[src/rtl/fft_out_scheduler.sv]
// FFT output-stage sequencer: requests each bit-reversed sample and streams it
// to the UART as Re then Im, MSB first. Optional sync header via FFT_SYNC_HEADER_EN.
module fft_out_scheduler #(
  parameter int bit_width = 24,
  parameter int N         = 16,
  parameter int SIZE      = 4
) (
  input  logic                 clk,
  input  logic                 rst_n,
  input  logic                 frame_rdy_i,
  output logic                 start_o,
  output logic                 en_out_o,
  input  logic                 valid_i,
  input  logic [bit_width-1:0] Re_i,
  input  logic [bit_width-1:0] Im_i,
  input  logic                 tx_busy_i,
  output logic                 tx_start_o,
  output logic [7:0]           tx_data_o,
  output logic                 busy_o,
  output logic                 frame_done_o,
  output logic                 overrun_o
);

  localparam int BYTES  = bit_width / 8;
  localparam int NBYTES = 2 * BYTES;
  localparam int BCW    = (NBYTES > 1) ? $clog2(NBYTES) : 1;
  localparam int SW     = 2 * bit_width;

  typedef enum logic [2:0] {
    IDLE   = 3'd0,
    START  = 3'd1,
    REQ    = 3'd2,
    WAIT_V = 3'd3,
    SEND   = 3'd4,
    GAP    = 3'd5
  } state_t;

  state_t            state_reg, state_next;
  logic [SIZE-1:0]   sample_cnt_reg;
  logic [BCW-1:0]    byte_cnt_reg;
  logic [SW-1:0]     shift_reg;
  logic [7:0]        data_hold_reg;
  logic              overrun_reg;

  logic              clr_sample, inc_sample, latch_sample, inc_byte, do_shift;
  logic [7:0]        send_byte;
  logic              last_byte, last_sample;

`ifdef FFT_SYNC_HEADER_EN
  logic              hdr_phase_reg, hdr_idx_reg;
  logic              hdr_set, hdr_adv, hdr_clr;

  // Header bytes take priority over the sample shifter while the phase flag is up.
  always_comb begin
    send_byte = shift_reg[SW-1 -: 8];
    if (hdr_phase_reg) send_byte = hdr_idx_reg ? 8'h55 : 8'hAA;
  end

  always_ff @(posedge clk or negedge rst_n) begin
    if (!rst_n) begin
      hdr_phase_reg <= 1'b0;
      hdr_idx_reg   <= 1'b0;
    end else if (hdr_set) begin
      hdr_phase_reg <= 1'b1;
      hdr_idx_reg   <= 1'b0;
    end else if (hdr_adv) begin
      hdr_idx_reg   <= 1'b1;
    end else if (hdr_clr) begin
      hdr_phase_reg <= 1'b0;
      hdr_idx_reg   <= 1'b0;
    end
  end
`else
  always_comb send_byte = shift_reg[SW-1 -: 8];
`endif

  assign last_byte   = (byte_cnt_reg == BCW'(NBYTES - 1));
  assign last_sample = (sample_cnt_reg == SIZE'(N - 1));

  always_ff @(posedge clk or negedge rst_n) begin
    if (!rst_n) state_reg <= IDLE;
    else        state_reg <= state_next;
  end

  always_comb begin
    state_next   = state_reg;
    start_o      = 1'b0;
    en_out_o     = 1'b0;
    tx_start_o   = 1'b0;
    frame_done_o = 1'b0;
    clr_sample   = 1'b0;
    inc_sample   = 1'b0;
    latch_sample = 1'b0;
    inc_byte     = 1'b0;
    do_shift     = 1'b0;
`ifdef FFT_SYNC_HEADER_EN
    hdr_set      = 1'b0;
    hdr_adv      = 1'b0;
    hdr_clr      = 1'b0;
`endif
    case (state_reg)
      IDLE: begin
        if (frame_rdy_i) state_next = START;
      end
      START: begin
        start_o    = 1'b1;
        clr_sample = 1'b1;
`ifdef FFT_SYNC_HEADER_EN
        hdr_set    = 1'b1;
        state_next = SEND;
`else
        state_next = REQ;
`endif
      end
      REQ: begin
        en_out_o   = 1'b1;
        state_next = WAIT_V;
      end
      WAIT_V: begin
        if (valid_i) begin
          latch_sample = 1'b1;
          state_next   = SEND;
        end
      end
      SEND: begin
        if (!tx_busy_i) begin
          tx_start_o = 1'b1;
          state_next = GAP;
        end
      end
      GAP: begin
`ifdef FFT_SYNC_HEADER_EN
        if (hdr_phase_reg) begin
          if (!hdr_idx_reg) begin
            hdr_adv    = 1'b1;
            state_next = SEND;
          end else begin
            hdr_clr    = 1'b1;
            state_next = REQ;
          end
        end else begin
`else
        begin
`endif
          do_shift = 1'b1;
          if (!last_byte) begin
            inc_byte   = 1'b1;
            state_next = SEND;
          end else if (!last_sample) begin
            inc_sample = 1'b1;
            state_next = REQ;
          end else begin
            frame_done_o = 1'b1;
            state_next   = IDLE;
          end
        end
      end
      default: state_next = IDLE;
    endcase
  end

  // The hold register keeps the byte steady between handshakes; the live byte
  // is presented combinationally in the cycle that carries tx_start_o.
  always_comb begin
    tx_data_o = data_hold_reg;
    if (tx_start_o) tx_data_o = send_byte;
  end

  assign busy_o    = (state_reg != IDLE);
  assign overrun_o = overrun_reg;

  always_ff @(posedge clk or negedge rst_n) begin
    if (!rst_n) begin
      sample_cnt_reg <= '0;
      byte_cnt_reg   <= '0;
      shift_reg      <= '0;
      data_hold_reg  <= 8'h00;
      overrun_reg    <= 1'b0;
    end else begin
      if (clr_sample)      sample_cnt_reg <= '0;
      else if (inc_sample) sample_cnt_reg <= sample_cnt_reg + 1'b1;

      if (latch_sample) begin
        shift_reg    <= {Re_i, Im_i};
        byte_cnt_reg <= '0;
      end else if (do_shift) begin
        shift_reg <= shift_reg << 8;
        if (inc_byte) byte_cnt_reg <= byte_cnt_reg + 1'b1;
      end

      if (tx_start_o) data_hold_reg <= send_byte;

      if (frame_rdy_i && (state_reg != IDLE)) overrun_reg <= 1'b1;
    end
  end

endmodule

[config.mk]
export PLATFORM = sky130hd
export DESIGN_NAME = fft_out_scheduler
export DESIGN_NICKNAME = d
export VERILOG_FILES = /design/src/rtl/fft_out_scheduler.sv
export SDC_FILE = /design/constraint.sdc
export NUM_CORES = 1
export LEC_CHECK = 0
export ABC_AREA = 0
export CAP_MARGIN = 30
export CELL_PAD_IN_SITES_DETAIL_PLACEMENT = 1
export CELL_PAD_IN_SITES_GLOBAL_PLACEMENT = 2
export CORE_ASPECT_RATIO = 2
export CORE_MARGIN = 3
export CORE_UTILIZATION = 33
export DETAILED_ROUTE_END_ITERATION = 8
export PLACE_DENSITY_LB_ADDON = 0.2
export SLEW_MARGIN = 5
export SYNTH_ARGS = -nofsm -noshare
export SYNTH_HDL_FRONTEND = slang
export SYNTH_SLANG_ARGS = --single-unit
[constraint.sdc]
create_clock -name clk -period 1.93 [get_ports clk]
set_input_delay 0.4825 -clock clk [delete_from_list [all_inputs] [get_ports clk]]
set_output_delay 0.4825 -clock clk [all_outputs]
set_load 0.02 [all_outputs]
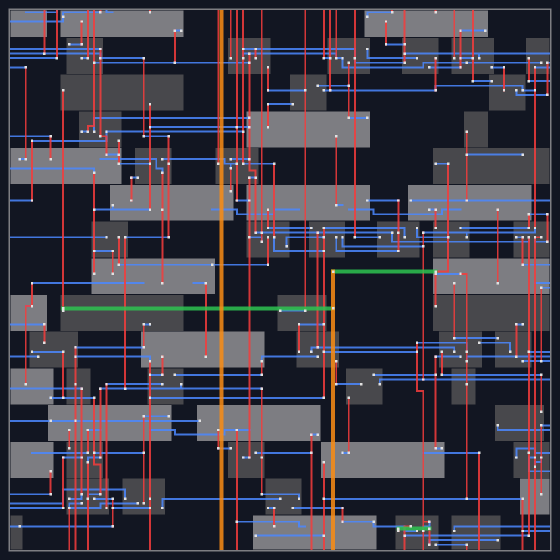
(run_1/detail.png)
Region (17, 79) to (57, 119) um. Cells in gray, sequential cells in the stronger gray; small squares are vias.
layer	color
metal 1	blue
metal 3	green
metal 2	red
metal 4	orange
most frequent	a22o_1 (15), a21o_1 (14), dfrtp_1 (14)
cells with their middle in the window	54
netlist names of flops here include	shift_reg (14)
sequential cells in the window	14

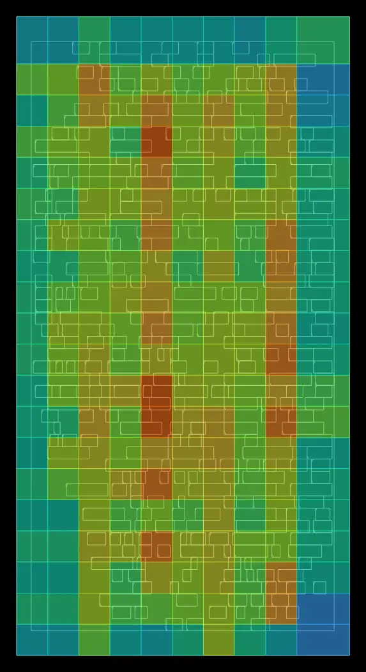
(run_1/congestion.png)
GR Layer Usage met3: 0.0397
Layout Utilization: 0.491
busiest layer in global routing: met2
GR met1 Demand/Resource: 0.183

==> Implementation_results.wiki, run 1 <==
== Flow metrics ==
{| class="wikitable"
! Metric !! Value
|-
| CTS Buf Count || 9
|-
| Proportion of synthesized chip area in sequential cells || 0.553
|-
| DRC violation total after the first TritonRoute iteration || 88
|-
| Final Setup Violations || 10
|-
| Yosys cell types || 35
|-
| CTS root buffer || sky130_fd_sc_hd__clkbuf_16
|-
| Average via count per standard cell || 5.21
|-
| Largest fanout on the critical path || 6
|-
| Final weighted congestion in routability-driven placement || 0.772
|-
| Final tally of hold violations || 0
|-
| Count of placed standard cells in the final layout, fillers left out || 425
|-
| Number of antenna diodes || 0
|-
| Cell total after placement || 405
|-
| Post-route DRC violation count || 0
|-
| Number of standard cells reported by yosys || 238
|-
| Maximum number of pins on one net before global-route repair || 46
|-
| Late-Pin Clk Latency || 330 ps
|-
| Row count || 48
|-
| Final worst setup slack || -289 ps
|-
| Chain of cells forming the critical path || nor4b_2, buf_4, buf_6, mux2_4, buf_6
|-
| H-tree lvl count || 3
|-
| Worst path required time || 1450 ps
|-
| Most used flip-flop cell after synthesis || sky130_fd_sc_hd__dfrtp_1
|-
| Fraction of final layout cells sized beyond drive strength 1 || 0.231
|-
| Outcome || finished, violations left
|-
| Vias in the first global route || 2409
|-
| Reported leakage power || 2.14 nW
|-
| Clock transition time at the flip-flop clock pins of the worst setup and hold paths || 50 ps
|-
| Worst R2R Start || state_reg[1]$_DFFE_PN0P_
|-
| OpenROAD warnings || 29
|-
| Capture point of the worst reg-to-reg path || shift_reg[0]$_DFFE_PN0P_
|-
| Async set or reset register ratio after synthesis || 1.00
|-
| Vias || 2215
|-
| Total I/O pin count || 67
|-
| Depth of the most critical reg-to-reg path || 6
|-
| Min Clock Period, post-route || 2220 ps
|-
| Failing checks || negative setup slack
|-
| Setup slack of the worst register-to-register path || 210 ps
|-
| Arrival @ worst endpoint || 1740 ps
|-
| Pre-placement core utilization || 0.346
|-
| Worst slack at placement || -882 ps
|-
| Count of state elements after synthesis || 67
|}
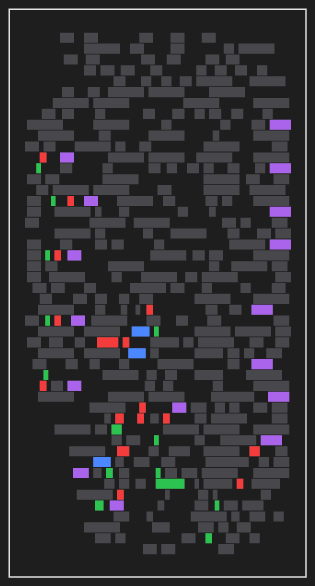
(run_1/logic_types.png)
(4 px per um)
family	color	cells
NAND gates	green	14
multiplexers	purple	16
adder and majority cells	blue	3
inverting AOI/OAI gates	red	16

==> run 1: synthesized netlist by cell type, drive strengths merged (2+ instances only) <==
master / n / area share
inv: 2 / 0.0025
nor3: 5 / 0.012
and4b: 2 / 0.0066
and3: 2 / 0.0041
buf: 20 / 0.054
nand3: 2 / 0.0033
or3: 2 / 0.0041
o21ai: 7 / 0.012
a21o: 36 / 0.089
a22o: 42 / 0.12
ha: 3 / 0.012
nand3b: 2 / 0.0091
a21oi: 5 / 0.0082
nor2: 3 / 0.0062
mux2i: 7 / 0.023
nand2: 9 / 0.011
mux2: 9 / 0.033
dfrtp: 67 / 0.55
nor2b: 2 / 0.0041
==> run 1: where the power goes <==
group / switching [W] / total, W / internal, W
Combinational: 0.000943 / 0.00211 / 0.00117
Clock: 0.000595 / 0.00172 / 0.00113
Sequential: 0.000304 / 0.00229 / 0.00198
==> run 1: final cells by class <==
type                    count  share of cell area
clock inverters             7              0.0212
clock buffers               9              0.0523
multi-input cells         149               0.287
inverters                   2             0.00174
flip-flops and latches     67               0.390
repair buffers             91               0.219
well taps                 100              0.0291
==> run 1: stage by stage <==
stage	utilization	power (W)	instance area, sq um
final	0.491	0.00612	4300
after global routing	0.491	0.00654	4300
after CTS	0.489	0.00620	4290
after detailed placement	0.443	0.00434	3880
after global placement	0.443	0.00425	3880
after floorplan	-	0.00360	3040
==> run 1: worst max-delay path by stage <==
stage	startpoint	end	slack, ps	cells after the start
after floorplan	state_reg[1]$_DFFE_PN0P_	tx_data_o[0]	50	4
after global placement	tx_busy_i	tx_data_o[3]	-840	5
after detailed placement	tx_busy_i	tx_data_o[2]	-880	5
after CTS	state_reg[1]$_DFFE_PN0P_	tx_data_o[6]	-340	5
after global routing	state_reg[1]$_DFFE_PN0P_	tx_data_o[5]	-390	5
final	state_reg[1]$_DFFE_PN0P_	tx_data_o[5]	-290	5
==> run 1: routing by layer <==
| layer | track usage | vias to the layer above | wire, um |
|---|---|---|---|
| met5 | 0 | - | 0 |
| met2 | 0.254 | 51 | 3790 |
| met1 | 0.183 | 1102 | 3050 |
| met3 | 0.0397 | 8 | 311 |
| met4 | 0.0573 | 0 | 110 |
| li1 | - | 1054 | - |
==> run 1: logic make-up (layout without fill, tap and decap cells) <==
family / Yosys count / in the layout / synth area share
compound gates: 95 / 95 / 0.245
flops: 67 / 67 / 0.553
simple gates: 35 / 35 / 0.0767
buf+inv: 22 / 109 / 0.0561
mux: 16 / 16 / 0.0565
fa+ha+maj: 3 / 3 / 0.0124
==> run 1: timing repair <==
item	CTS	global route
gates resized	81	8
pin swaps	1	1
setup buffers	4	1
endpoints found under the setup margin	13	53
## Run 2: what changed since run 1
--- a/config.mk
+++ b/config.mk
@@ -6,7 +6,6 @@
 export NUM_CORES = 1
 export LEC_CHECK = 0
 export ABC_AREA = 0
-export CAP_MARGIN = 30
 export CELL_PAD_IN_SITES_DETAIL_PLACEMENT = 1
 export CELL_PAD_IN_SITES_GLOBAL_PLACEMENT = 2
 export CORE_ASPECT_RATIO = 2
==> constraint.sdc (replaced) <==
create_clock -name clk -period 2.1 [get_ports clk]
set_input_delay 0.525 -clock clk [delete_from_list [all_inputs] [get_ports clk]]
set_output_delay 0.525 -clock clk [all_outputs]
set_load 0.02 [all_outputs]
==> run 2 against run 1 <==
Compared with the run above:
- the flow still finishes with violations (negative setup slack)
- combinational power shrank 14%
- highest routed layer unchanged
- sequential share of layout area grew 1.1 points
- flip-flop count is the same
==> Implementation_results.wiki, run 2 <==
== Flow metrics ==
{| class="wikitable"
! Metric !! Value
|-
| CTS root buffer || sky130_fd_sc_hd__clkbuf_16
|-
| Post-synthesis cell type with the largest combined area || sky130_fd_sc_hd__dfrtp_1
|-
| Overflow after GRT || 0
|-
| Layout Utilization || 0.478 (-0.0130)
|-
| Cell total after placement || 403 (-0.49%)
|-
| Number of standard cells reported by yosys || 238 (unchanged)
|-
| Final Setup Violations || 8 (-2)
|-
| Fraction of final layout cells sized beyond drive strength 1 || 0.220 (-0.0110)
|-
| Total I/O pin count || 67 (unchanged)
|-
| Final worst setup slack || -141 ps (+148 ps)
|-
| Arrival @ worst endpoint || 1720 ps (-20 ps)
|-
| Yosys cell types || 35 (unchanged)
|-
| Async set or reset register ratio after synthesis || 1.00 (unchanged)
|-
| Min Clock Period, post-route || 2240 ps
|-
| Share of Yosys cell area claimed by the top area cell type || 0.553 (unchanged)
|-
| Maximum number of pins on one net before global-route repair || 45 (-2.2%)
|-
| Final weighted congestion in routability-driven placement || 0.751 (-2.8%)
|-
| Count of placed standard cells in the final layout, fillers left out || 423 (-0.47%)
|-
| DRC violation total after the first TritonRoute iteration || 126 (+43%)
|-
| Proportion of synthesized chip area in sequential cells || 0.553 (unchanged)
|-
| Post-route DRC violation count || 0 (unchanged)
|-
| Number of antenna diodes || 0 (unchanged)
|-
| Area post-placement || 3800 sq um (-2.0%)
|-
| Remaining antenna violation count || 0
|-
| Final tally of hold violations || 0 (unchanged)
|-
| TritonCTS clock tree || built
|-
| Final non-filler cell area || 4190 sq um (-2.6%)
|-
| Maximum operating frequency || 0.446 GHz
|-
| Row count || 48 (unchanged)
|-
| Clock Tree Buf Depth || 2
|-
| Largest fanout on the critical path || 4 (-2)
|-
| CTS Buf Count || 9 (unchanged)
|-
| Failing checks || negative setup slack
|-
| Worst path required time || 1570 ps (+120 ps)
|-
| Average via count per standard cell || 5.19 (-0.43%)
|-
| Reported leakage power || 2.10 nW (-1.7%)
|-
| H-tree lvl count || 3 (unchanged)
|-
| Pre-placement core utilization || 0.346 (unchanged)
|-
| Outcome || finished, violations left
|-
| OpenROAD warnings || 29 (unchanged)
|-
| Late-Pin Clk Latency || 330 ps (about the same)
|-
| Vias || 2195 (-0.90%)
|-
| Count of state elements after synthesis || 67 (unchanged)
|-
| Worst Setup End Kind || output port
|-
| Top cells by count, synth || sky130_fd_sc_hd__dfrtp_1, sky130_fd_sc_hd__a22o_1, sky130_fd_sc_hd__a21o_1
|-
| Cell with the most instances after synthesis || sky130_fd_sc_hd__dfrtp_1
|-
| Area contributors post-synth || sky130_fd_sc_hd__dfrtp_1, sky130_fd_sc_hd__a22o_1, sky130_fd_sc_hd__a21o_1
|}
run 2: layer usage:
layer	routed length, um	vias up	track usage	share of wire
met3	263	9	0.0461	0.036
li1	-	1052	-	-
met4	126	0	0.0573	0.017
met1	3140	1083	0.173	0.42
met5	0	-	0	0
met2	3870	51	0.243	0.52
run 2: through the flow:
step | TNS, ps | total power [W] | setup WS (ps) | hold slack (ps)
floorplan | 0 | 0.00331 | 83.1 | 229
global placement | -14510 | 0.00381 | -750 | 441
detailed placement | -16060 | 0.00390 | -799 | 444
CTS | -1510 | 0.00553 | -234 | 151
global route | -1760 | 0.00583 | -229 | 163
finish | -1050 | 0.00547 | -141 | 141
run 2: path summary, 6_finish.rpt:
kind / start / end / slack, ps / depth (start not counted)
hold reg to reg: overrun_o$_DFFE_PN0P_ / overrun_o$_DFFE_PN0P_ / 460 / 1
min in group clk: overrun_o$_DFFE_PN0P_ / overrun_o$_DFFE_PN0P_ / 460 / 1
max in group asynchronous: rst_n / shift_reg[5]$_DFFE_PN0P_ / 1400 / 2
setup reg to reg: state_reg[1]$_DFFE_PN0P_ / shift_reg[9]$_DFFE_PN0P_ / 190 / 6
hold / removal: rst_n / state_reg[0]$_DFFE_PN0P_ / 140 / 1
setup / recovery: state_reg[1]$_DFFE_PN0P_ / tx_data_o[1] / -140 / 4
run 2: cell type report:
| type | instances | share of cell area |
|---|---|---|
| Sequential cell | 67 | 0.400 |
| Multi-Input combinational cell | 150 | 0.297 |
| Timing Repair Buffer | 88 | 0.196 |
| Clock buffer | 12 | 0.0636 |
| Tap cell | 100 | 0.0299 |
| Clock inverter | 4 | 0.0114 |
| Inverter | 2 | 0.00179 |
run 2: report_power, final:
| group | leakage [nW] | switching [W] | internal [W] |
|---|---|---|---|
| Sequential | 0.850 | 0.000286 | 0.00182 |
| Clock | 0.155 | 0.000532 | 0.00101 |
| Combinational | 1.10 | 0.000851 | 0.000971 |
run 2: cells by family (layout without fill, tap and decap cells):
kind of cell,after synthesis,after routing,share of synthesized area
AOI/OAI and AO/OA,95,95,0.245
adders and majority gates,3,3,0.0124
buffers and inverters,22,106,0.0561
DFF,67,67,0.553
muxes,16,16,0.0565
and+or+nand+nor,35,36,0.0767
run 2: worst max-delay path, stage by stage, from the launching register on:
cell and delay, ps:
sky130_fd_sc_hd__dfrtp_1 400, sky130_fd_sc_hd__nor4b_4 340, sky130_fd_sc_hd__buf_4 200, sky130_fd_sc_hd__mux2_4 310, sky130_fd_sc_hd__buf_6 130
run 2: what timing repair did:
action	4_1_cts	5_1_grt
pin swaps	2	2
buffers inserted	2	0
hold endpoints to repair	0	0
gates cloned	1	1
setup endpoints to repair	13	52
resized	74	7
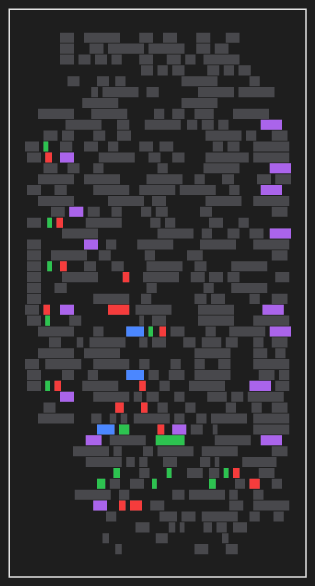
(run_2/logic_types.png)
(4 px per um)
family	color	cells
NAND gates	green	14
multiplexers	purple	16
adder and majority cells	blue	3
inverting AOI/OAI gates	red	16

## Run 3: what changed since run 2
--- a/config.mk
+++ b/config.mk
@@ -10,8 +10,9 @@
 export CELL_PAD_IN_SITES_GLOBAL_PLACEMENT = 2
 export CORE_ASPECT_RATIO = 2
 export CORE_MARGIN = 3
-export CORE_UTILIZATION = 33
+export CORE_UTILIZATION = 41
 export DETAILED_ROUTE_END_ITERATION = 8
+export DONT_BUFFER_PORTS = 1
 export PLACE_DENSITY_LB_ADDON = 0.2
 export SLEW_MARGIN = 5
 export SYNTH_ARGS = -nofsm -noshare
==> run 3 against run 2 <==
Compared with the run above:
- the run ends with negative hold slack, negative setup slack left
- maximum frequency grew 3.7%
- setup slack gained 79 ps
- power shrank 5.9%
- clock skew grew 2.9 ps
- clock power shrank 4%
- global-route usage grew 2.6 points
- routed wire length shrank 2.5%
- combinational power shrank 15%
- sequential power is essentially flat
- first-iteration DRC count grew 46%
- die area shrank 18%
- flip-flop count is the same
- critical endpoint is now tx_data_o[4]
- largest power group unchanged
==> Implementation_results.wiki, run 3 <==
== Flow metrics ==
{| class="wikitable"
! Metric !! Value
|-
| M1 WL || 2.78 mm (-11%)
|-
| Setup repair after global routing missed its margin || yes
|-
| Net count of the mapped netlist || 294
|-
| Arrival @ worst endpoint || 1640 ps (-80 ps)
|-
| Worst path required time || 1570 ps (about the same)
|-
| Post-synthesis cell type with the largest combined area || sky130_fd_sc_hd__dfrtp_1
|-
| Async set or reset register ratio after synthesis || 1.00 (unchanged)
|-
| Worst slack at placement || 96.1 ps (+895 ps)
|-
| Area contributors post-synth || sky130_fd_sc_hd__dfrtp_1, sky130_fd_sc_hd__a22o_1, sky130_fd_sc_hd__a21o_1
|-
| Remaining antenna violation count || 0 (unchanged)
|-
| CTS root buffer || sky130_fd_sc_hd__clkbuf_16
|-
| Reported leakage power || 1.77 nW (-16%)
|-
| Chain of cells forming the critical path || nor4b_4, buf_6, mux2_4
|-
| Count of state elements after synthesis || 67 (unchanged)
|-
| Number of input and output port buffers inserted || 0
|-
| Number of standard cells reported by yosys || 238 (unchanged)
|-
| Failing checks || negative hold slack, negative setup slack
|-
| Largest fanout on the critical path || 6 (+2)
|-
| Layout Utilization || 0.489 (+0.0113)
|-
| Met3 routed wirelength || 409 um (+56%)
|-
| Late-Pin Clk Latency || 330 ps (about the same)
|-
| DRC violation total after the first TritonRoute iteration || 184 (+46%)
|-
| Final hold slack || -111 ps (-252 ps)
|-
| Cell with the most instances after synthesis || sky130_fd_sc_hd__dfrtp_1
|-
| Outcome || finished, violations left
|-
| CTS Buf Count || 9 (unchanged)
|-
| Maximum number of pins on one net before global-route repair || 68 (+51%)
|-
| Final setup TNS || -391 ps (+663 ps)
|-
| Clk pwr share || 0.287 (+0.005)
|-
| Proportion of synthesized chip area in sequential cells || 0.553 (unchanged)
|-
| Final tally of hold violations || 67 (+67)
|-
| Vias || 2011 (-8.4%)
|-
| Synthesized area || 3030 sq um
|-
| DR top layer || met4
|-
| Final worst setup slack || -61.9 ps (+79.1 ps)
|-
| Post-route DRC violation count || 0 (unchanged)
|-
| Top cells by count, synth || sky130_fd_sc_hd__dfrtp_1, sky130_fd_sc_hd__a22o_1, sky130_fd_sc_hd__a21o_1
|-
| Cell family with most CP delay || flip-flops
|-
| H-tree lvl count || 3 (unchanged)
|-
| Fraction of final layout cells sized beyond drive strength 1 || 0.201 (-0.0190)
|-
| Yosys cell types || 35 (unchanged)
|-
| Min Clock Period, post-route || 2160 ps (-79.1 ps)
|-
| Row count || 43 (-10%)
|-
| Pre-placement core utilization || 0.430 (+0.0844)
|-
| Internal Dissipation || 0.00351 W (-7.7%)
|-
| Final Setup Violations || 8 (unchanged)
|-
| Final non-filler cell area || 3450 sq um (-18%)
|-
| Max capacitance violation total || 0
|-
| Maximum operating frequency || 0.463 GHz (+3.7%)
|-
| Total I/O pin count || 67 (unchanged)
|-
| Combinational fraction of design power || 0.300 (-0.033)
|-
| Worst Setup End Kind || output port
|-
| TritonCTS clock tree || built
|-
| Buffers plus inverters on the worst setup path || 1 (-1)
|-
| Met2 wire len || 3.74 mm (-3.3%)
|-
| Clock Tree Buf Depth || 2 (unchanged)
|-
| Final weighted congestion in routability-driven placement || 0.755 (+0.53%)
|-
| Fraction of power spent switching nets || 0.318 (+0.0128)
|-
| Pre-antenna DRT Iters || 4
|-
| Average via count per standard cell || 5.93 (+14%)
|-
| Delay of the slowest cell on the worst path || 400 ps (about the same)
|-
| Switching power total || 0.00164 W (-2.0%)
|}
[run 3: cell counts after synthesis]
Identical to the previous run, type by type.
[run 3: path summary, 6_finish.rpt]
check | cells past startpoint | slack (ps) | startpoint | to
worst min register to register | 1 | 480 | shift_reg[34]$_DFFE_PN0P_ | shift_reg[34]$_DFFE_PN0P_
worst max register to register | 6 | 200 | state_reg[1]$_DFFE_PN0P_ | byte_cnt_reg[1]$_DFFE_PN0P_
min in group clk | 2 | 310 | Im_i[9] | shift_reg[9]$_DFFE_PN0P_
max in group asynchronous | 0 | 2080 | rst_n | shift_reg[15]$_DFFE_PN0P_
worst min-delay path | 0 | -110 | rst_n | shift_reg[0]$_DFFE_PN0P_
worst max-delay path | 3 | -60 | state_reg[1]$_DFFE_PN0P_ | tx_data_o[4]
[run 3: power by group through the flow]
| stage | clock (W) | sequential [W] | combinational, W |
|---|---|---|---|
| after floorplan | 0 | 0.00202 | 0.00129 |
| after global placement | 0 | 0.00209 | 0.00138 |
| after detailed placement | 0 | 0.00213 | 0.00147 |
| after CTS | 0.00151 | 0.00211 | 0.00148 |
| after global routing | 0.00157 | 0.00219 | 0.00170 |
| final | 0.00148 | 0.00213 | 0.00154 |
[run 3: what timing repair did]
| item | 4_1_cts | 5_1_grt |
|---|---|---|
| buffers inserted | 0 | 3 |
| gates cloned | 0 | 2 |
| endpoints found under the setup margin | 8 | 11 |
| pin swaps | 0 | 1 |
| resized | 0 | 14 |
| hold endpoints to repair | 67 | 67 |
[run 3: area by class of cell]
type	count	area, sq um	share of cell area
Inverter	2	7.51	0.00218
Timing Repair Buffer	14	109	0.0316
Multi-Input combinational cell	150	1250	0.362
Sequential cell	67	1680	0.486
Clock buffer	11	243	0.0704
Tap cell	90	113	0.0327
Clock inverter	5	52.6	0.0152
[run 3: cells by family (layout without fill, tap and decap cells)]
kind of cell | Yosys count | count (layout) | synth area share
compound gates | 95 | 95 | 0.245
fa+ha+maj | 3 | 3 | 0.0124
buf+inv | 22 | 32 | 0.0561
flops | 67 | 67 | 0.553
mux | 16 | 16 | 0.0565
simple gates | 35 | 36 | 0.0767
[run 3: metrics by stage]
step,std cells,hold WS (ps),total power (W)
detailed placement,318,231,0.00360
global placement,318,231,0.00346
finish,339,-111,0.00515
global route,339,-121,0.00547
CTS,334,-120,0.00510
floorplan,238,229,0.00331
[run 3: per-layer routing]
| metal | global-route usage | vias to the layer above |
|---|---|---|
| met5 | 0 | - |
| met4 | 0.105 | 0 |
| met3 | 0.0484 | 21 |
| met2 | 0.266 | 63 |
| met1 | 0.212 | 1027 |
| li1 | - | 900 |
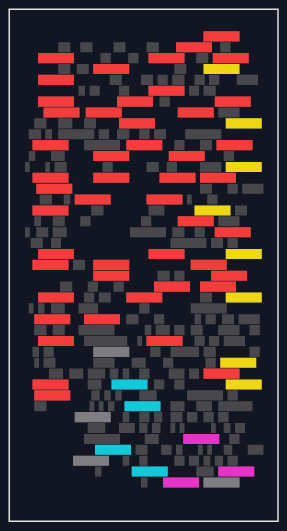
(run_3/flops_by_reg.png)
(4 px per um) Other sequential cells in the stronger gray, the rest of the logic in the fainter gray.
name in the netlist	color	flops
sample_cnt_reg	cyan	4
shift_reg	red	48
state_reg	magenta	3
data_hold_reg	yellow	8
not colored	4


## Gallery

Met2 routing.
picture 1
(2 px per um) Cells faint in the background.
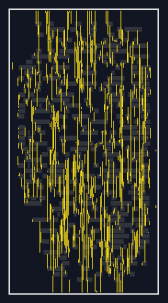
picture 2
(3 px per um) Cells faint in the background.
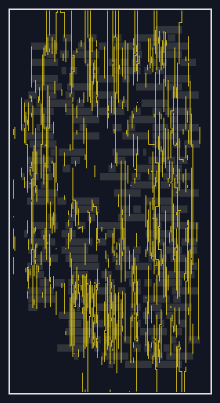
run 1: picture 1
run 3: picture 2

Key to picture 2:
wire length on this layer	3740 um
share of all routed wire	52%

No activity file was given, so power comes from the tool's default toggle rates.
